<file path="config.mk">
export PLATFORM = sky130hd
export DESIGN_NAME = pipe_add_tree
export DESIGN_NICKNAME = d
export VERILOG_FILES = /design/src/rtl/pipe_add_tree_pkg.sv /design/src/rtl/pipe_add_tree_stage.sv /design/src/rtl/pipe_add_tree.sv
export SDC_FILE = /design/constraint.sdc
export NUM_CORES = 1
export LEC_CHECK = 0
export CAP_MARGIN = 20
export CORE_MARGIN = 2
export CORE_UTILIZATION = 46
export CTS_CLUSTER_DIAMETER = 40
export CTS_CLUSTER_SIZE = 14
export DETAILED_ROUTE_END_ITERATION = 8
export MAX_ROUTING_LAYER = met4
export PLACE_DENSITY_LB_ADDON = 0.1
export SYNTH_ARGS = -nofsm -noshare
export SYNTH_HDL_FRONTEND = slang
export SYNTH_SLANG_ARGS = --single-unit
</file>
<file path="constraint.sdc">
create_clock -name clk -period 1.67 [get_ports clk]
set_input_delay 0.2505 -clock clk [delete_from_list [all_inputs] [get_ports clk]]
set_output_delay 0.2505 -clock clk [all_outputs]
set_load 0.1 [all_outputs]
</file>
<file path="src/rtl/pipe_add_tree_pkg.sv">
// Shared constants and elaboration-time helpers for the pipelined adder tree.
package pipe_add_tree_pkg;

  localparam int MIN_OPS   = 2;
  localparam int MAX_OPS   = 16;
  localparam int MIN_WIDTH = 1;
  localparam int MAX_WIDTH = 32;

  function automatic int clog2(input int n);
    int r;
    int v;
    r = 0;
    v = 1;
    while (v < n) begin
      v = v * 2;
      r = r + 1;
    end
    return r;
  endfunction

  // Number of elements entering tree level k (level 0 is the raw operand list).
  function automatic int ops_at_level(input int n, input int k);
    int m;
    m = n;
    for (int i = 0; i < k; i++) m = (m + 1) / 2;
    return m;
  endfunction

  function automatic logic ext_bit(input logic msb, input logic sgn);
    return sgn ? msb : 1'b0;
  endfunction

endpackage

</file>
<file path="src/rtl/pipe_add_tree_stage.sv">
// One registered level of the adder tree: pairwise sums, odd passthrough,
// valid bit with en-based load/hold and synchronous flush.
module pipe_add_tree_stage
  import pipe_add_tree_pkg::*;
#(
  parameter int N_IN   = 2,
  parameter int IW     = 10,
  parameter int SIGNED = 0,
  localparam int N_OUT = (N_IN + 1) / 2,
  localparam int OW    = IW + 1
) (
  input  logic                  clk,
  input  logic                  rst,
  input  logic                  clr,
  input  logic                  en,
  input  logic [N_IN*IW-1:0]    in_data,
  input  logic                  in_valid,
  output logic [N_OUT*OW-1:0]   out_data,
  output logic                  out_valid
);

  logic [2*N_OUT*IW-1:0] padded;
  logic [N_OUT*OW-1:0]   sum;

  function automatic logic [OW-1:0] ext(input logic [IW-1:0] x);
    return {ext_bit(x[IW-1], SIGNED != 0), x};
  endfunction

  // A zero pad on an odd count turns the leftover element into a plain extension.
  always_comb begin
    padded = '0;
    padded[N_IN*IW-1:0] = in_data;
    sum = '0;
    for (int j = 0; j < N_OUT; j++) begin
      sum[j*OW +: OW] = ext(padded[2*j*IW +: IW]) + ext(padded[(2*j+1)*IW +: IW]);
    end
  end

  // Data only loads on a real transfer so a held word is never disturbed by bubbles.
  always_ff @(posedge clk or posedge rst) begin
    if (rst) begin
      out_valid <= 1'b0;
      out_data  <= '0;
    end else if (clr) begin
      out_valid <= 1'b0;
    end else if (en) begin
      out_valid <= in_valid;
      if (in_valid) out_data <= sum;
    end
  end

endmodule

</file>
<file path="src/rtl/pipe_add_tree.sv">
// Parametrised pipelined multi-operand adder with valid/ready flow control,
// bubble collapsing, signed mode and synchronous flush.
module pipe_add_tree
  import pipe_add_tree_pkg::*;
#(
  parameter int NUM_OPS = 3,
  parameter int WIDTH   = 10,
  parameter int SIGNED  = 0,
  localparam int LEVELS = clog2(NUM_OPS),
  localparam int OWIDTH = WIDTH + LEVELS
) (
  input  logic                     clk,
  input  logic                     rst,
  input  logic                     clr,
  input  logic [NUM_OPS*WIDTH-1:0] in_data,
  input  logic                     in_valid,
  output logic                     in_ready,
  output logic [OWIDTH-1:0]        out_data,
  output logic                     out_valid,
  input  logic                     out_ready
);

  if (NUM_OPS < MIN_OPS || NUM_OPS > MAX_OPS || WIDTH < MIN_WIDTH || WIDTH > MAX_WIDTH ||
      SIGNED < 0 || SIGNED > 1) begin : g_bad_params
    $error("pipe_add_tree: parameter out of legal range");
  end

  logic [LEVELS:0]   en;
  logic [LEVELS-1:0] v;

  // Ready chain: a stage may load when it is empty or its successor is loading.
  always_comb begin
    en = '0;
    en[LEVELS] = out_ready;
    for (int k = LEVELS - 1; k >= 0; k--) begin
      en[k] = ~v[k] | en[k+1];
    end
  end

  for (genvar i = 0; i < LEVELS; i++) begin : g_lvl
    localparam int NI = ops_at_level(NUM_OPS, i);
    localparam int IW = WIDTH + i;
    localparam int NO = (NI + 1) / 2;

    logic [NI*IW-1:0]     din;
    logic [NO*(IW+1)-1:0] dout;
    logic                 vin;

    if (i == 0) begin : g_first
      assign din = in_data;
      assign vin = in_valid;
    end else begin : g_next
      assign din = g_lvl[i-1].dout;
      assign vin = v[i-1];
    end

    pipe_add_tree_stage #(
      .N_IN   (NI),
      .IW     (IW),
      .SIGNED (SIGNED)
    ) u_stage (
      .clk       (clk),
      .rst       (rst),
      .clr       (clr),
      .en        (en[i]),
      .in_data   (din),
      .in_valid  (vin),
      .out_data  (dout),
      .out_valid (v[i])
    );
  end

  assign in_ready  = en[0];
  assign out_valid = v[LEVELS-1];
  assign out_data  = g_lvl[LEVELS-1].dout;

endmodule

</file>
### Drive-strength map

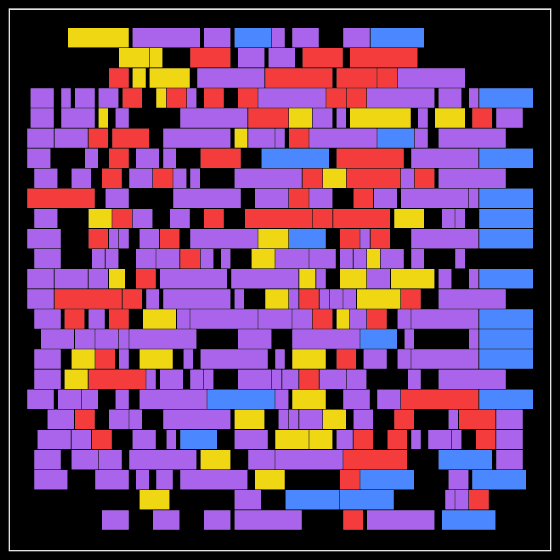
legend:
  _0 and _1 cells:
    color: purple
    cells: 185
    most_used: dfrtp_1
  _3 and _4 cells:
    color: red
    cells: 64
    most_used: buf_4
  _6 and larger:
    color: blue
    cells: 24
    most_used: buf_12
  _2 cells:
    color: yellow
    cells: 37
    most_used: mux2_2
Area growth, synth to finish: 62.3%
post-route worst setup slack: -0.0783 ns
Buffers, non-clock: 98

### Routing congestion map

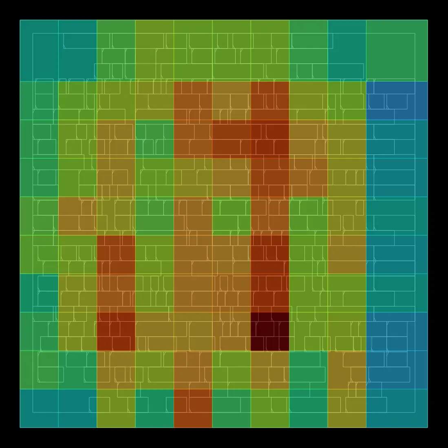
GRT Util Overall: 0.199
global routing's busiest layer: met2
met3 GRT Util: 0.0373
final core occ: 0.765
average routed wire per standard cell: 14.4 um

==> out/qor.csv <==
metric,value,unit
outcome,"complete, but fails checks",
failing checks,negative setup slack,
CP arrival,1.94,ns
setup violation total in the final timing report,17,
Synth Area per Inst,10.4,um^2
hold wc startpoint,in_data[10],
post-detailed-placement half-perimeter wirelength,3530,um
cells traversed along the worst timing path,buf_4 -> fa_2 -> a21oi_2 -> o211a_1 -> o31ai_2 -> xnor2_1 -> o21ai_1,
final worst path period share,1.05,
total grt overflow,0,
post-synth area from yosys stat,2200,um^2
maximum number of pins on one net before global-route repair,36,
"critical path fanouts, max",3,
net load switching power,2.34,mW
number of antenna repair diodes,0,
# placed instances,349,
syn nets,269,
top routing layer in use,met4,
clk pwr,0.617,mW
"Compound Share, Synth",0.200,
worst vdd rail ir drop,912,uV
Post-DP Area,3250,um^2
"post-synthesis share of cell area spent on and, or, nand and nor gates",0.101,
slew at the pin with the worst max-slew slack,0.438,ns
global-route wire length before repair,8160,um
top logic cells by instance count in the layout,"46 x buf_4, 34 x dfrtp_1, 25 x clkdlybuf4s50_1",
clock period minus worst slack,1.75,ns
register-to-register setup slack,-0.08,ns
post-route worst setup slack,-0.0783,ns
end point of the most critical hold path,g_lvl[0].u_stage.out_data[0],
==> stage by stage <==
step,TNS (ns),hold slack [ns]
after CTS,-0.432,0.342
final,-0.653,0.318
after detailed placement,-5.79,0.480
after global routing,-1.72,0.323
after floorplan,-2.98,0.313
after global placement,-5.58,0.470
==> state kept, by name (all words and copies together), names as in the netlist <==
name and flops:
g_lvl.u_stage.out_data 33, g_lvl.u_stage.out_valid 2
==> worst min-delay path: cells and delay by family <==
kind | cells | cell delay [ns]
buf+inv | 1 | 0.08
fa+ha+maj | 1 | 0.13
mux | 1 | 0.13
==> area by class of cell <==
type	count	area (um^2)	area share
clock inverter	3	15.0	0.00421
sequential	35	880	0.247
tap	54	67.6	0.0189
clock buffer	5	68.8	0.0193
inverter	7	26.3	0.00737
timing repair buffer	98	1040	0.292
multi-input combinational	162	1470	0.411
Power and IR drop assume default switching activity.
